Run 1, wires at chosen ports, followed through buffers:
Drawn at 4 px/micron.
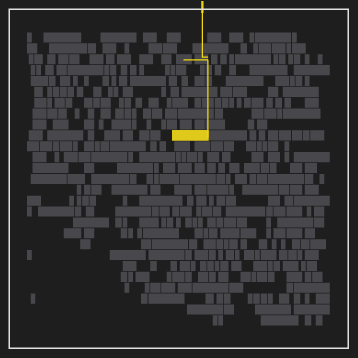
Run 1, register map, names as in the netlist:
Drawn at 3 px/micron. Other sequential cells in the stronger grey, the rest of the logic in the fainter grey.
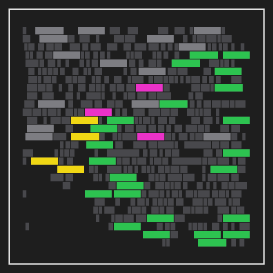
Run 1, pin placement:
Drawn at 3 px/micron. Pins as bars across the die edge, other pins in grey.
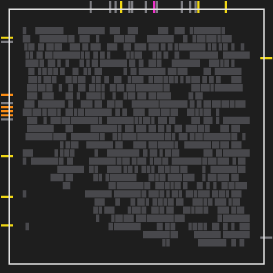
<file path="src/rtl/ipsxe_fft_test_seq_if.sv">
// Streaming interface between the FFT test sequencer and the FFT core:
// a config channel and a sample channel whose payload is a ROM index.
interface ipsxe_fft_test_seq_if #(
    parameter int LOG2_FFT_LEN = 4
);
    logic                    cfg_tvalid;
    logic [7:0]              cfg_tdata;
    logic                    cfg_tready;
    logic                    data_tvalid;
    logic                    data_tlast;
    logic [LOG2_FFT_LEN-1:0] sample_idx;
    logic                    data_tready;

    modport master (
        output cfg_tvalid, cfg_tdata, data_tvalid, data_tlast, sample_idx,
        input  cfg_tready, data_tready
    );

    modport slave (
        input  cfg_tvalid, cfg_tdata, data_tvalid, data_tlast, sample_idx,
        output cfg_tready, data_tready
    );
endinterface

</file>
<file path="src/rtl/ipsxe_fft_test_seq.sv">
// FFT test sequencer: starts the frame checker, streams alternating FFT/IFFT
// frames into the core, waits for the checker and reports a sticky pass/fail.
//
//  state    | meaning
//  ---------+---------------------------------------------------------
//  IDLE     | waiting for i_start
//  START    | checker start pulse, run counters cleared
//  CFG      | config beat for the current frame
//  DATA     | 2^LOG2_FFT_LEN sample beats
//  GAP      | FRAME_GAP idle enabled cycles between frames
//  WAIT_CHK | wait for checker finished (after it was seen low) or watchdog
//  FINAL    | one more cycle to capture the checker's last frame error
//  DONE     | done pulse, pass result published
module ipsxe_fft_test_seq #(
    parameter int LOG2_FFT_LEN   = 4,
    parameter int TEST_FRAME_NUM = 10,
    parameter int FRAME_GAP      = 0,
    parameter int WDOG_WIDTH     = 24
) (
    input  logic                 i_aclk,
    input  logic                 i_aresetn,
    input  logic                 i_aclken,
    input  logic                 i_start,
    ipsxe_fft_test_seq_if.master fft_if,
    output logic                 o_chk_start,
    input  logic                 i_chk_finished,
    input  logic                 i_chk_err,
    output logic                 o_busy,
    output logic                 o_done,
    output logic                 o_pass
);
    localparam int FRM_W = (TEST_FRAME_NUM > 1) ? $clog2(TEST_FRAME_NUM) : 1;
    localparam int GAP_W = (FRAME_GAP > 1) ? $clog2(FRAME_GAP) : 1;
    localparam logic [FRM_W-1:0]        FRM_LAST = FRM_W'(TEST_FRAME_NUM - 1);
    localparam logic [GAP_W-1:0]        GAP_LOAD = GAP_W'((FRAME_GAP > 0) ? FRAME_GAP - 1 : 0);
    localparam logic [LOG2_FFT_LEN-1:0] SMP_LAST = '1;

    typedef enum logic [2:0] {
        S_IDLE, S_START, S_CFG, S_DATA, S_GAP, S_WAIT_CHK, S_FINAL, S_DONE
    } state_t;

    state_t                  state_q, state_d;
    logic [FRM_W-1:0]        frm_cnt_q, frm_cnt_d;
    logic [LOG2_FFT_LEN-1:0] sample_cnt_q, sample_cnt_d;
    logic [GAP_W-1:0]        gap_cnt_q, gap_cnt_d;
    logic [WDOG_WIDTH-1:0]   wdog_q, wdog_d, wdog_inc;
    logic                    err_sticky_q, err_sticky_d;
    logic                    seen_low_q, seen_low_d;
    logic                    cfg_tvalid_q, cfg_tvalid_d;
    logic                    cfg_fwd_q, cfg_fwd_d;
    logic                    data_tvalid_q, data_tvalid_d;
    logic                    data_tlast_q, data_tlast_d;
    logic                    chk_start_q, chk_start_d;
    logic                    busy_q, busy_d;
    logic                    done_q, done_d;
    logic                    pass_q, pass_d;

    always_comb begin
        state_d       = state_q;
        frm_cnt_d     = frm_cnt_q;
        sample_cnt_d  = sample_cnt_q;
        gap_cnt_d     = gap_cnt_q;
        wdog_d        = wdog_q;
        err_sticky_d  = err_sticky_q;
        seen_low_d    = seen_low_q;
        cfg_tvalid_d  = cfg_tvalid_q;
        cfg_fwd_d     = cfg_fwd_q;
        data_tvalid_d = data_tvalid_q;
        data_tlast_d  = data_tlast_q;
        chk_start_d   = chk_start_q;
        busy_d        = busy_q;
        done_d        = done_q;
        pass_d        = pass_q;
        wdog_inc      = (&wdog_q) ? wdog_q : wdog_q + WDOG_WIDTH'(1);

        if (i_aclken) begin
            // START is excluded so a stale error from the previous run is dropped
            if (state_q inside {S_CFG, S_DATA, S_GAP, S_WAIT_CHK, S_FINAL})
                err_sticky_d = err_sticky_q | i_chk_err;

            case (state_q)
                S_IDLE: if (i_start) state_d = S_START;
                S_START: begin
                    frm_cnt_d    = '0;
                    sample_cnt_d = '0;
                    err_sticky_d = 1'b0;
                    seen_low_d   = 1'b0;
                    wdog_d       = '0;
                    state_d      = S_CFG;
                end
                S_CFG: if (fft_if.cfg_tready) state_d = S_DATA;
                S_DATA: begin
                    if (fft_if.data_tready) begin
                        sample_cnt_d = sample_cnt_q + LOG2_FFT_LEN'(1);
                        if (sample_cnt_q == SMP_LAST) begin
                            if (frm_cnt_q == FRM_LAST) begin
                                state_d = S_WAIT_CHK;
                            end else begin
                                frm_cnt_d = frm_cnt_q + FRM_W'(1);
                                if (FRAME_GAP > 0) begin
                                    gap_cnt_d = GAP_LOAD;
                                    state_d   = S_GAP;
                                end else begin
                                    state_d   = S_CFG;
                                end
                            end
                        end
                    end
                end
                S_GAP: begin
                    if (gap_cnt_q == '0) state_d = S_CFG;
                    else                 gap_cnt_d = gap_cnt_q - GAP_W'(1);
                end
                S_WAIT_CHK: begin
                    if (!i_chk_finished) seen_low_d = 1'b1;
                    wdog_d = wdog_inc;
                    if (seen_low_q && i_chk_finished) begin
                        state_d = S_FINAL;
                    end else if (&wdog_inc) begin
                        err_sticky_d = 1'b1;
                        state_d      = S_FINAL;
                    end
                end
                S_FINAL: state_d = S_DONE;
                S_DONE:  state_d = S_IDLE;
                default: state_d = S_IDLE;
            endcase

            // Outputs are registered from the next state, so no ready->valid path exists
            cfg_tvalid_d  = (state_d == S_CFG);
            cfg_fwd_d     = (state_d == S_CFG) && !frm_cnt_d[0];
            data_tvalid_d = (state_d == S_DATA);
            data_tlast_d  = (state_d == S_DATA) && (sample_cnt_d == SMP_LAST);
            chk_start_d   = (state_d == S_START);
            busy_d        = !(state_d inside {S_IDLE, S_DONE});
            done_d        = (state_d == S_DONE);
            if (state_d == S_START)     pass_d = 1'b0;
            else if (state_d == S_DONE) pass_d = !err_sticky_d;
        end
    end

    always_ff @(posedge i_aclk or negedge i_aresetn) begin
        if (!i_aresetn) begin
            state_q       <= S_IDLE;
            frm_cnt_q     <= '0;
            sample_cnt_q  <= '0;
            gap_cnt_q     <= '0;
            wdog_q        <= '0;
            err_sticky_q  <= 1'b0;
            seen_low_q    <= 1'b0;
            cfg_tvalid_q  <= 1'b0;
            cfg_fwd_q     <= 1'b0;
            data_tvalid_q <= 1'b0;
            data_tlast_q  <= 1'b0;
            chk_start_q   <= 1'b0;
            busy_q        <= 1'b0;
            done_q        <= 1'b0;
            pass_q        <= 1'b0;
        end else begin
            state_q       <= state_d;
            frm_cnt_q     <= frm_cnt_d;
            sample_cnt_q  <= sample_cnt_d;
            gap_cnt_q     <= gap_cnt_d;
            wdog_q        <= wdog_d;
            err_sticky_q  <= err_sticky_d;
            seen_low_q    <= seen_low_d;
            cfg_tvalid_q  <= cfg_tvalid_d;
            cfg_fwd_q     <= cfg_fwd_d;
            data_tvalid_q <= data_tvalid_d;
            data_tlast_q  <= data_tlast_d;
            chk_start_q   <= chk_start_d;
            busy_q        <= busy_d;
            done_q        <= done_d;
            pass_q        <= pass_d;
        end
    end

    assign fft_if.cfg_tvalid  = cfg_tvalid_q;
    assign fft_if.cfg_tdata   = {7'b0, cfg_fwd_q};
    assign fft_if.data_tvalid = data_tvalid_q;
    assign fft_if.data_tlast  = data_tlast_q;
    assign fft_if.sample_idx  = sample_cnt_q;
    assign o_chk_start        = chk_start_q;
    assign o_busy             = busy_q;
    assign o_done             = done_q;
    assign o_pass             = pass_q;
endmodule

</file>
<file path="src/flat_wrapper.sv">
// flat-port wrapper written by rule: the top's interface ports become plain ports
module ipsxe_fft_test_seq_flat 
#(
    parameter int LOG2_FFT_LEN   = 4,
    parameter int TEST_FRAME_NUM = 10,
    parameter int FRAME_GAP      = 0,
    parameter int WDOG_WIDTH     = 24
)
  (i_aclk, i_aresetn, i_aclken, i_start, o_chk_start, i_chk_finished, i_chk_err, o_busy, o_done, o_pass, fft_if_cfg_tvalid, fft_if_cfg_tdata, fft_if_data_tvalid, fft_if_data_tlast, fft_if_sample_idx, fft_if_cfg_tready, fft_if_data_tready);
  ipsxe_fft_test_seq_if #(.LOG2_FFT_LEN(LOG2_FFT_LEN)) fft_if_i ();
  input  logic i_aclk;
  input  logic i_aresetn;
  input  logic i_aclken;
  input  logic i_start;
  output logic o_chk_start;
  input  logic i_chk_finished;
  input  logic i_chk_err;
  output logic o_busy;
  output logic o_done;
  output logic o_pass;
  output wire logic [$bits(fft_if_i.cfg_tvalid)-1:0] fft_if_cfg_tvalid;
  output wire logic [$bits(fft_if_i.cfg_tdata)-1:0] fft_if_cfg_tdata;
  output wire logic [$bits(fft_if_i.data_tvalid)-1:0] fft_if_data_tvalid;
  output wire logic [$bits(fft_if_i.data_tlast)-1:0] fft_if_data_tlast;
  output wire logic [$bits(fft_if_i.sample_idx)-1:0] fft_if_sample_idx;
  input wire logic [$bits(fft_if_i.cfg_tready)-1:0] fft_if_cfg_tready;
  input wire logic [$bits(fft_if_i.data_tready)-1:0] fft_if_data_tready;
  assign fft_if_cfg_tvalid = fft_if_i.cfg_tvalid;
  assign fft_if_cfg_tdata = fft_if_i.cfg_tdata;
  assign fft_if_data_tvalid = fft_if_i.data_tvalid;
  assign fft_if_data_tlast = fft_if_i.data_tlast;
  assign fft_if_sample_idx = fft_if_i.sample_idx;
  assign fft_if_i.cfg_tready = fft_if_cfg_tready;
  assign fft_if_i.data_tready = fft_if_data_tready;
  ipsxe_fft_test_seq #(.LOG2_FFT_LEN(LOG2_FFT_LEN), .TEST_FRAME_NUM(TEST_FRAME_NUM), .FRAME_GAP(FRAME_GAP), .WDOG_WIDTH(WDOG_WIDTH)) u_core (.i_aclk(i_aclk), .i_aresetn(i_aresetn), .i_aclken(i_aclken), .i_start(i_start), .fft_if(fft_if_i), .o_chk_start(o_chk_start), .i_chk_finished(i_chk_finished), .i_chk_err(i_chk_err), .o_busy(o_busy), .o_done(o_done), .o_pass(o_pass));
endmodule
</file>
<file path="config.mk">
export PLATFORM = sky130hd
export DESIGN_NAME = ipsxe_fft_test_seq_flat
export DESIGN_NICKNAME = d
export VERILOG_FILES = /design/src/rtl/ipsxe_fft_test_seq_if.sv /design/src/rtl/ipsxe_fft_test_seq.sv /design/src/flat_wrapper.sv
export SDC_FILE = /design/constraint.sdc
export NUM_CORES = 1
export LEC_CHECK = 0
export CAP_MARGIN = 20
export CORE_MARGIN = 4
export CORE_UTILIZATION = 53
export DETAILED_ROUTE_END_ITERATION = 10
export MAX_ROUTING_LAYER = met4
export PLACE_DENSITY = 0.77
export SETUP_SLACK_MARGIN = 0.2
export SKIP_LAST_GASP = 1
export SLEW_MARGIN = 20
export SYNTH_ARGS = -nofsm -noshare
export SYNTH_HDL_FRONTEND = slang
export SYNTH_SLANG_ARGS = --single-unit
</file>
<file path="constraint.sdc">
create_clock -name i_aclk -period 2.6 [get_ports i_aclk]
set_clock_uncertainty 0.15 [all_clocks]
set_input_delay 0.26 -clock i_aclk [delete_from_list [all_inputs] [get_ports i_aclk]]
set_output_delay 0.26 -clock i_aclk [all_outputs]
set_load 0.02 [all_outputs]
</file>
==> changes_impl.md, run 1 <==
### Physical design

* Max-slew violations at 0
* CP max FO at 10
* Worst path slowest cell: or4_4
* Antenna cells at 0
* Post-synth area from yosys stat at 3090 sq um
* CTS tree: done
* Post-layout period usage at 99.7%
* Max Clk Rate at slightly below 400 MHz
* Number of core rows at 27
* Total Nets Final at 426
* Max-cap violation count at 0
* Top Family by Delay on Critical Path: simple AND/OR/NAND/NOR gates
* Dominant comb cell: simple AND/OR/NAND/NOR gates
* Antenna Nets Post-Route at 0
* Crit path DAT at 2.68 ns
* Late-Pin Clk Latency at 0.30 ns
* Clock Path Buffers at 2
* Vertical die size at 84.4 microns
* Reg clk slew, reported paths at 0.09 ns
* Top cells, area: dfrtp_1 36%, nand2_1 6.6%, o21ai_0 6.3%
* H-tree levels at 2
* Layout cells sized above 1 at 19.3%
* Pleak at 1.50 nW
* Routability cong. at 0.891
* Total power at 2.06 mW
* Placed Cells at 461
* Crit-path cells: nand3_1, or3_1, nor4_1, nand4_1, a21o_1, or4_4, o21ai_2
* Worst hold path class: input pin to async pin
* Num CTS Buffers at 5
* Tool Warnings at 30
* Fin. Hold Viols at 0
* Pin count of the biggest net entering global routing at 31
* Outcome: completed
* Worst VDD drop at just under 0.4 mV
* Post-synth EDFFs at 0
* CP Capture Type: register
* Cells after Synth at 374
* Place WS at 0.0123 ns
* Finished Cell Area at approximately 3700 sq um
* Most frequent cell after synthesis: nand2_1
* Final instance count without filler cells at about 500
Back to the opening pictures, 'wires at chosen ports, followed through buffers':
legend:
  `o_busy`:
    colour: yellow
    bits: 1
    direction: output
    end_cells: 1
    buffers: 1
    wire: 38.1 microns

Back to the opening pictures, 'register map, names as in the netlist':
legend:
  `u_core.state_q`:
    colour: magenta
    placed_flops: 3
  `u_core.frm_cnt_q`:
    colour: yellow
    placed_flops: 4
    where: left middle
  `u_core.wdog_q`:
    colour: green
    placed_flops: 24

Back to the opening pictures, 'pin placement':
legend:
  `o_busy`:
    colour: magenta
    pins: 1
    direction: output
    edge: top
  `fft_if_cfg_tdata`:
    colour: yellow
    pins: 8
    direction: output
    edge: 4 left, 3 top, 1 right
  `fft_if_sample_idx`:
    colour: orange
    pins: 4
    direction: output
    edge: left

==> run 1: cell type report <==
cell class	count	area [sq um]	area share (%)
Tap cell	72	90.1	2.45
Inverter	15	56.3	1.53
Clock inverter	2	35.0	0.953
Timing Repair Buffer	63	537	14.6
Clock buffer	5	68.8	1.87
Sequential cell	45	1140	30.9
Multi-Input combinational cell	284	1750	47.7
==> run 1: flip-flops by register name, summed over array words and instances (netlist names) <==
signal,flops
u_core.seen_low_q,1
u_core.cfg_fwd_q,1
u_core.fft_if.data_tvalid,1
u_core.o_busy,1
u_core.o_chk_start,1
u_core.fft_if.sample_idx,4
u_core.o_pass,1
u_core.fft_if.data_tlast,1
u_core.frm_cnt_q,4
u_core.state_q,3
u_core.o_done,1
u_core.fft_if.cfg_tvalid,1
u_core.err_sticky_q,1
u_core.wdog_q,24
==> run 1: what timing repair did <==
item                                    4_1_cts  5_1_grt
buffers inserted                             11        6
hold endpoints to repair                     23        0
gates resized                                 7       13
endpoints found under the setup margin        3        6
pin swaps                                     9        2
hold buffers                                  1        0
==> run 1: final timing paths <==
| check | cells after the start | endpoint | slack (ns) |
|---|---|---|---|
| worst min register to register | 1 | u_core.frm_cnt_q[3] | 0.34 |
| worst min-delay path | 2 | u_core.wdog_q[20] | 0.32 |
| max in group asynchronous | 3 | u_core.fft_if.sample_idx[1] | 1.23 |
| worst max-delay path | 7 | u_core.err_sticky_q | 0.008 |
| worst max register to register | 7 | u_core.err_sticky_q | 0.008 |
| min in group i_aclk | 1 | u_core.frm_cnt_q[3] | 0.34 |
==> run 1: power by group <==
| group | total [mW] | leakage, nW | internal [mW] | switching, mW |
|---|---|---|---|---|
| combinational | 0.607 | 0.868 | 0.288 | 0.320 |
| clock | 0.526 | 0.0540 | 0.280 | 0.247 |
| sequential | 0.929 | 0.574 | 0.799 | 0.130 |
| total | 2.06 | 1.50 | 1.37 | 0.696 |
==> run 1: metrics by stage <==
step	hold slack [ns]	setup TNS [ns]	util [%]
floorplan	-0.186	0	-
global placement	0.126	0	60.7
detailed placement	0.125	0	60.7
CTS	0.335	0	64.5
global route	0.355	-0.149	65.9
finish	0.318	0	65.9
==> run 1: cell usage in the layout (no fill, tap or decap), drive strengths merged, types with 5 or more instances in the layout <==
cell type       n
a21o            5
a21oi          15
a22o            8
and4            6
buf            44
clkbuf          5
clkdlybuf4s50  18
conb            7
dfrtp          45
inv            15
mux2i          10
nand2          55
nand3          18
nand4           9
nor2           21
nor3           10
o211ai          5
o21ai          40
o31ai           5
==> run 1: logic make-up (layout without fill, tap and decap cells) <==
family,Yosys count,count (layout)
flip-flops,45,45
multiplexers,12,12
other,1,7
AND-OR/OR-AND,105,105
XOR/XNOR,7,7
buffers and inverters,51,85
AND/OR/NAND/NOR,149,149
adder cells (fa/ha/maj),4,4
==> run 1: per-layer routing <==
layer  part of all wire (%)  global-route usage, %  wire [microns]  up-vias
met3                    5.7                   3.93             477       23
met4                    2.1                   8.35             176        0
met1                     41                   29.9            3390     1462
li1                       -                      -               -     1412
met2                     51                   40.6            4280      116
met5                      0                      -               0        -
==> inputs of run 2 (changes only) <==
==> constraint.sdc (replaced) <==
create_clock -name i_aclk -period 2.6 [get_ports i_aclk]
set_clock_uncertainty 0.15 [all_clocks]
set_input_delay 0.26 -clock i_aclk [delete_from_list [all_inputs] [get_ports i_aclk]]
set_output_delay 0.26 -clock i_aclk [all_outputs]
set_load 0.05 [all_outputs]
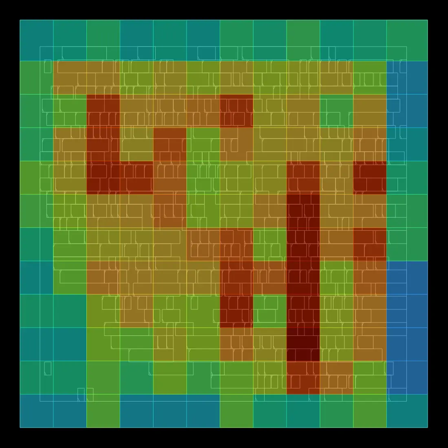
Run 2: routing congestion
wire per inst: 16.3 microns
M2 GR Usage: 36.2%
fin util: 66.9%

==> run 2 against run 1 <==
  * Global-route usage is 1.0 points lower
  * Area after synthesis stayed put
  * Wire length is 4.3% lower
  * Register-to-register slack better by 0.06 ns
  * Combinational power is 26% higher
  * Die size stayed put
==> changes_impl.md, run 2 <==
### Physical design

* H-tree levels at 2
* Clock Path Buffers at 2
* Total Nets Final at 429
* Antenna cells at 0
* IO buf count at 19
* Worst hold path class: input pin to async pin
* Synth area leader: dfrtp_1
* Ys async rst share at 100%
* Worst VDD drop at around 0.73 mV
* Reg2reg path depth at 8
* Max Clk Rate at slightly below 400 MHz
* Slew @ Worst Pin at 0.538 ns
* Pin count of the biggest net entering global routing at ~44
* CP dominant cell by count: and4_4
* Final instance count without filler cells at 490
* Most used logic cell in the final layout: nand2_1
* Fin. Hold Viols at 0
* Post-layout period usage at 97.4%
* Power density cells at 579 nW/um^2
* Layout cells sized above 1 at 21.3%
* Max-slew violations at 0
* Biggest register: u_core.wdog_q
* Setup TNS at 0 ns
* CTS tree: done
* CP max FO at 7
* Reg clk slew, reported paths at 0.08 ns
* Final setup fails at 0
* Crit-path cells: ha_4, and4_4, and4_4, nand4_1, xnor2_1, nand3_1, or4_4, o21ai_1
* CP Capture Type: register
* CP endpoint: u_core.err_sticky_q
* Top Family by Delay on Critical Path: simple AND/OR/NAND/NOR gates
* Routability cong. at 0.971
* Pleak at around 1.5 nW
* Post-synth EDFFs at 0
* DP HPWL at 5640 microns
* Total GRT Usage at 23.3%
* Vertical die size at 84.4 microns
* Max reg flops at 24
* Capturing point of the worst reg2reg path: u_core.err_sticky_q
* Number of core rows at 27
* Cells after Synth at ~370
* Remaining Overflow, GRT at 0
* Crit path DAT at 2.61 ns
* Crit path from: u_core.wdog_q[0]
* Yosys Instances at ~370
* Setup CP Type: register to register
* Outcome: completed
* Worst path slowest cell: or4_4
* Clock root buffer: clkbuf_8
* Critical Path Stages at 8
* Placed Cells at between 400 and 500
* Post-synth area from yosys stat at 3090 sq um
* Late-Pin Clk Latency at 0.29 ns
* Antenna Nets Post-Route at 0
* Max-cap violation count at 0
* R2r setup slk at ~0.067 ns
* Post-synth top area share at a little over a third
* Num CTS Buffers at 5
* CP max stage delay at 0.56 ns
* Dominant logic cell types in the final layout: 53 x nand2_1, 44 x buf_4, 38 x o21ai_0, 34 x dfrtp_1, 21 x nor2_1
* Core Box Area at 5570 sq um
* Initial Util at 55.5%
* Top cells, area: dfrtp_1 36%, nand2_1 6.6%, o21ai_0 6.3%
* R2r startpoint: u_core.wdog_q[0]
* Tool Warnings at 30
* Mapped Area at 3090 sq um
* Routed wire length at about 8000 microns
* Most frequent cell after synthesis: nand2_1
* CP bufs+invs at 0
-- run 2: cell count changes in the layout (fill, tap and decap cells not counted), moves of 2 or more --
cell,before,now
dfrtp_1,37,34
buf_4,38,44
dfrtp_2,8,11
buf_6,5,1
and4_1,1,3
clkbuf_8,5,7
-- run 2: timing repair --
action | in CTS | in global routing
setup endpoints to repair | 3 | 4
hold buffers | 1 | 0
buffers inserted | 7 | 8
pin swaps | 6 | 3
endpoints found under the hold margin | 39 | 0
gates resized | 10 | 7
-- run 2: per-stage QoR --
| stage | utilization (%) | hold slack (ns) | power, mW | area [sq um] | setup WS, ns |
|---|---|---|---|---|---|
| 6_report | 66.9 | 0.279 | 2.16 | 3730 | 0.0668 |
| 5_1_grt | 66.9 | 0.326 | 2.29 | 3730 | -0.0156 |
| 4_1_cts | 65.2 | 0.350 | 2.12 | 3630 | 0.122 |
| 3_5_place_dp | 61.5 | 0.310 | 1.62 | 3430 | -0.113 |
| 3_3_place_gp | 61.5 | 0.311 | 1.60 | 3430 | -0.109 |
| 2_1_floorplan | - | -0.186 | 1.40 | 3150 | 0.0646 |
-- run 2: worst reg2reg max path: cells and delay by family, from the launching register on --
family          cells  cell delay [ns]
compound gates      1             0.12
xor+xnor            1             0.18
fa+ha+maj           1             0.16
flops               1             0.44
simple gates        5             1.43
-- run 2: kinds of logic after synthesis --
group | after synthesis | synth area share (%)
buffers and inverters | 51 | 8.90
AND/OR/NAND/NOR | 149 | 24.2
flip-flops | 45 | 36.4
adder cells (fa/ha/maj) | 4 | 1.62
XOR/XNOR | 7 | 1.98
multiplexers | 12 | 3.96
AND-OR/OR-AND | 105 | 22.9
other | 1 | 0.121
-- run 2: worst min-delay path by stage --
stage / to / slack (ns)
2_1_floorplan: u_core.cfg_fwd_q / -0.19
6_report: u_core.wdog_q[22] / 0.28
3_5_place_dp: u_core.wdog_q[20] / 0.31
4_1_cts: u_core.frm_cnt_q[3] / 0.35
5_1_grt: u_core.wdog_q[21] / 0.33
3_3_place_gp: u_core.wdog_q[20] / 0.31
-- run 2: area by class of cell --
cell class	instances	area, sq um	share of cell area, %
Multi-Input combinational cell	284	1790	47.9
Sequential cell	45	1140	30.5
Timing Repair Buffer	66	557	14.9
Clock buffer	7	96.3	2.58
Tap cell	72	90.1	2.41
Inverter	15	56.3	1.51
Clock inverter	1	5.00	0.134
-- run 2: layer usage --
layer	global-route usage [%]	vias up	share of wire, %
met1	31.6	1426	44
met3	3.24	14	4.7
met5	-	-	0
met4	7.19	0	1.7
li1	-	1421	-
met2	36.2	98	49
-- run 2: power by group --
group / total, mW / switching [mW] / internal (mW)
logic: 0.765 / 0.440 / 0.325
registers: 0.928 / 0.128 / 0.800
clock network: 0.468 / 0.228 / 0.240
Power figures rest on the tool's default switching activity, not on a simulated workload.
